==> src/rtl/mem_stage.sv <==
// mem_stage: pipeline memory-access stage with sized loads/stores over a req/ack data-memory port
module mem_stage #(
  parameter int ADDR_W = 32
) (
  input  logic              clk,
  input  logic              rst_n,
  input  logic              ExMem_valid,
  input  logic [31:0]       ExMem_ALUOut,
  input  logic [31:0]       ExMem_writeData,
  input  logic [4:0]        ExMem_rd,
  input  logic              ExMem_RegWrite,
  input  logic              ExMem_MemToReg,
  input  logic              ExMem_MemRead,
  input  logic              ExMem_MemWrite,
  input  logic [1:0]        ExMem_size,
  input  logic              ExMem_unsigned,
  output logic              dmem_req,
  output logic              dmem_we,
  output logic [ADDR_W-1:0] dmem_addr,
  output logic [3:0]        dmem_be,
  output logic [31:0]       dmem_wdata,
  input  logic [31:0]       dmem_rdata,
  input  logic              dmem_ack,
  output logic              mem_stall,
  output logic              mem_misalign,
  output logic              MemWB_valid,
  output logic              MemWB_RegWrite,
  output logic              MemWB_WB_MemToReg,
  output logic [4:0]        MemWB_rd,
  output logic [31:0]       MemWB_ALUOut,
  output logic [31:0]       MemWB_readData
);
  typedef enum logic {IDLE, ACCESS} state_t;
  state_t state, state_nx;
  logic mem_op, aligned, l_uns;
  logic [1:0] l_size;
  logic [3:0] be_nx;
  logic [31:0] wdata_nx, ld_data;
  logic [7:0] ld_byte;
  logic [15:0] ld_half;
  always_comb begin
    mem_op = ExMem_valid & (ExMem_MemRead | ExMem_MemWrite);
    aligned = ExMem_size == 2'b00 ? 1'b1 : ExMem_size == 2'b01 ? ~ExMem_ALUOut[0] : ExMem_ALUOut[1:0] == 2'b00;
  end
  always_ff @(posedge clk) state <= !rst_n ? IDLE : state_nx;
  always_comb state_nx = state == IDLE ? (mem_op & aligned ? ACCESS : IDLE) : (dmem_ack ? IDLE : ACCESS);
  always_comb begin
    mem_stall = rst_n & (state == IDLE ? mem_op & aligned : ~dmem_ack);
    mem_misalign = rst_n & (state == IDLE) & mem_op & ~aligned;
  end
  always_comb begin
    be_nx = ExMem_size == 2'b00 ? 4'b0001 << ExMem_ALUOut[1:0] :
            ExMem_size == 2'b01 ? (ExMem_ALUOut[1] ? 4'b1100 : 4'b0011) : 4'b1111;
    wdata_nx = ExMem_size == 2'b00 ? {4{ExMem_writeData[7:0]}} :
               ExMem_size == 2'b01 ? {2{ExMem_writeData[15:0]}} : ExMem_writeData;
  end
  // MemWB_ALUOut keeps the accepted address through ACCESS, so its low bits pick the load lane
  always_comb begin
    ld_byte = dmem_rdata[{MemWB_ALUOut[1:0], 3'b000} +: 8];
    ld_half = MemWB_ALUOut[1] ? dmem_rdata[31:16] : dmem_rdata[15:0];
    ld_data = l_size == 2'b00 ? {{24{~l_uns & ld_byte[7]}}, ld_byte} :
              l_size == 2'b01 ? {{16{~l_uns & ld_half[15]}}, ld_half} : dmem_rdata;
  end
  always_ff @(posedge clk)
    if (!rst_n) begin
      dmem_req <= 1'b0;
      dmem_we <= 1'b0;
      dmem_addr <= '0;
      dmem_be <= '0;
      dmem_wdata <= '0;
      l_size <= '0;
      l_uns <= 1'b0;
      MemWB_valid <= 1'b0;
      MemWB_RegWrite <= 1'b0;
      MemWB_WB_MemToReg <= 1'b0;
      MemWB_rd <= '0;
      MemWB_ALUOut <= '0;
      MemWB_readData <= '0;
    end else if (state == IDLE) begin
      MemWB_valid <= ExMem_valid & ~mem_op;
      MemWB_RegWrite <= ExMem_RegWrite & ~mem_misalign;
      MemWB_WB_MemToReg <= ExMem_MemToReg;
      MemWB_rd <= ExMem_rd;
      MemWB_ALUOut <= ExMem_ALUOut;
      MemWB_readData <= '0;
      if (mem_op & aligned) begin
        dmem_req <= 1'b1;
        dmem_we <= ExMem_MemWrite;
        dmem_addr <= {ExMem_ALUOut[ADDR_W-1:2], 2'b00};
        dmem_be <= be_nx;
        dmem_wdata <= wdata_nx;
        l_size <= ExMem_size;
        l_uns <= ExMem_unsigned;
      end
    end else if (dmem_ack) begin
      dmem_req <= 1'b0;
      MemWB_valid <= 1'b1;
      MemWB_readData <= dmem_we ? '0 : ld_data;
    end else begin
      MemWB_valid <= 1'b0;
    end
endmodule

==> config.mk <==
export PLATFORM = sky130hd
export DESIGN_NAME = mem_stage
export DESIGN_NICKNAME = d
export VERILOG_FILES = /design/src/rtl/mem_stage.sv
export SDC_FILE = /design/constraint.sdc
export NUM_CORES = 1
export LEC_CHECK = 0
export ABC_AREA = 1
export CAP_MARGIN = 25
export CORE_ASPECT_RATIO = 1.25
export CORE_UTILIZATION = 46
export CTS_CLUSTER_SIZE = 14
export DETAILED_ROUTE_END_ITERATION = 7
export HOLD_SLACK_MARGIN = 0.02
export PLACE_DENSITY = 0.95
export REMOVE_ABC_BUFFERS = 1
export SYNTH_ARGS = -nofsm -noshare
export SYNTH_HDL_FRONTEND = slang
export SYNTH_SLANG_ARGS = --single-unit
==> constraint.sdc <==
create_clock -name clk -period 1.9 [get_ports clk]
set_input_delay 0.38 -clock clk [delete_from_list [all_inputs] [get_ports clk]]
set_output_delay 0.38 -clock clk [all_outputs]
set_load 0.005 [all_outputs]
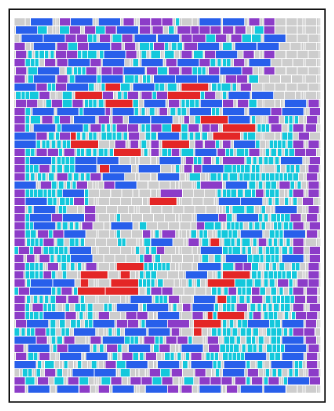
Figure 1: cell classes on the final placement.
Scale: 3 px per µm. Fill, decap, tap and diode cells in gray.
blue -> flops  # cells 144, share of their area 31%
red -> clock drivers and dummy loads  # cells 30, share of their area 6.5%
purple -> other buffers and delay cells  # cells 289, share of their area 31%
cyan -> all other logic  # cells 635, share of their area 31%
Core Area: 12800 µm²
Seq/total area: 0.306
fin area: 9440 µm²
post-layout util: 0.739

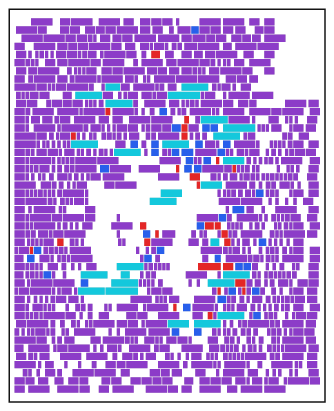
Figure 2: sizing map.
Scale: 3 px per µm.
blue -> drive 3 to 4  # cells 40
purple -> drive 1 or less  # cells 1004
cyan -> drive 6 and up  # cells 27
red -> drive 2  # cells 27
Signal buffers: 289
Area growth syn-to-layout: 55.5%
final worst slack: 0.0746 ns

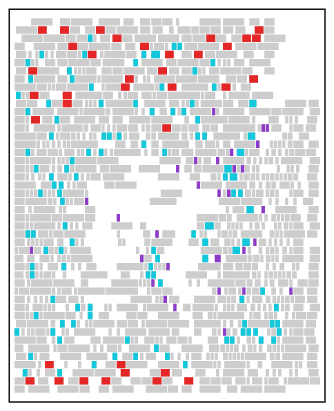
Figure 3: logic cells by family.
Scale: 3 px per µm.
cyan -> inverting AOI/OAI gates  # cells 113, most used o21ai_0, where all over the die
purple -> inverters  # cells 30, most used inv_1
red -> AND-OR and OR-AND gates  # cells 36, most used a22o_1, where all over the die
most instantiated logic cell after routing: clkdlybuf4s50_1
Final Instance Count excl. Fillers: 1267
multi-input combinational area share: 0.294

==> flow_metrics.py <==
# Flow results
metrics = {
    "outcome": {
        "status": "complete, no violations",
    },
    "pwr": {
        "switching_share": 0.255,
        "p_leak_nw": 4.00,
        "combPwrFrac": 0.177,
        "p_int_w": 0.00607,
        "ir_worst_vdd_uv": 678,
        "fin_total_pwr_w": 0.00814,
        "clkPwrFrac": 0.416,
        "pg_seq_w": 0.00332,
        "comb_cell_power_w": 0.00144,
        "power_density_nw_per_um2": 863,
        "power.group.top": "clock",
    },
    "logic_synthesis": {
        "synthAoiAreaFrac": 0.149,
        "syn_inst": 831,
        "yosys-top-cells-area": "dfxtp_1 (47%), nand2_1 (13%), nor2_1 (10%), o21ai_0 (6.7%), nand3_1 (5.4%)",
        "syn_area_per_cell_um2": 7.31,
        "edf_count": 0,
        "synth-adder-area-share": 0,
        "yosysWarningCount": 0,
        "common_cells": "nand2_1 (207), nor2_1 (163), dfxtp_1 (144)",
        "async_flop_share": 0,
        "post-synth-top-count-cell": "nand2_1",
        "ys_area_um2": 6070,
        "synth_flops": 144,
        "yosys.area.top_type_share": 0.475,
        "ys_seq_frac": 0.475,
        "top_area_cell": "dfxtp_1",
        "simple_gate_share": 0.304,
    },
    "cells_and_area": {
        "top_regs": "MemWB_ALUOut: 32 flops, MemWB_readData: 32 flops, dmem_wdata: 32 flops",
        "largestClassByArea": "flip-flops and latches",
        "ff_count": 144,
        "seq_area_um2": 2880,
        "clock_area_frac": 0.0634,
        "diodes": 1,
        "final_nets": 1199,
        "nClkBuffers": 18,
    },
    "timing": {
        "finalClockSkew_ns": 0.00726,
        "fin_setup_tns_ns": 0,
        "rsz0062_at_grt": "no",
        "fmax_mhz": 548,
        "maxSlewHeadroom": 0.574,
        "hold_slack_ns": 0.383,
        "min_period_ns": 1.83,
    },
    "clock_tree": {
        "cts_resized": 15,
        "clockBufferDepth": 2,
        "insertion_delay_ns": 0.41,
        "post_cts_buffers": 1,
        "cts_inserted_buffers": 17,
    },
    "placement": {
        "place_hpwl_mm": 14.4,
        "dp_slack_ns": -0.469,
        "postPlaceCellArea_um2": 8810,
        "place_congestion": 0.875,
    },
    "grt": {
        "grt_max_degree": 60,
        "track_usage": 0.287,
        "grt_pass1_wl_mm": 30.8,
        "use_met1": 0.309,
        "first_global_vias": 6282,
    },
    "floorplanning": {
        "die_width_um": 105,
        "num_io_pins": 256,
        "fp_util": 0.475,
        "num_tap_cells": 168,
        "chipArea_um2": 13700,
    },
    "routing": {
        "dr_total_vias": 6645,
        "wl_met1_mm": 7.67,
        "drt_iter0_markers": 402,
        "highest_layer": "met4",
        "routed-wl-met3_mm": 1.50,
        "dr_wl_met2_mm": 10.3,
        "drc": 0,
        "post_drt_via_cell_ratio": 5.24,
    },
    "hold_path": {
        "holdCritPathClass": "primary input to flip-flop",
        "hold_start": "ExMem_valid",
        "hold_end": "MemWB_valid",
    },
    "worst_setup_path": {
        "end_kind": "output pin",
        "cp.arrival_ns": 1.45,
        "start_kind": "flip-flop",
        "cp_max_fo": 4,
        "r2r_slack_ns": 0.39,
        "cp.required_ns": 1.52,
        "worstSetupStartpoint": "state",
        "r2r-start": "state",
        "slowest_stage": "dfxtp_1",
        "path_depth": 4,
        "crit_path_end": "mem_stall",
        "slowest_delay_ns": 0.44,
    },
}
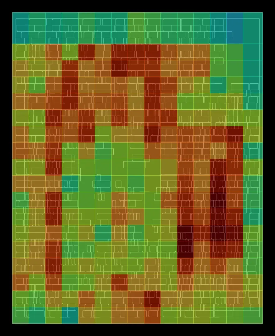
Figure 4: routing congestion map.
GR Util met2: 0.523
busiest grt layer: met2
WL/cell: 16.0 µm

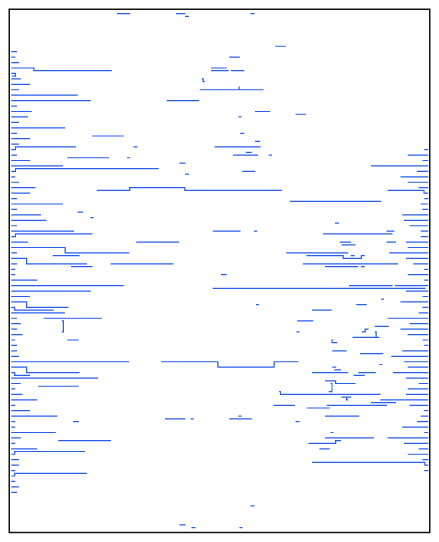
Figure 5: the metal 3 layer.
Scale: 4 px per µm.
longest straight run = 52.9 µm
wire length on this layer = 1500 µm
share of all routed wire = 7.4%
main direction = horizontal
Detailed Route WL: 20.3 mm
met3 Use GR: 0.0774

Power is estimated from default activity; no workload was simulated.
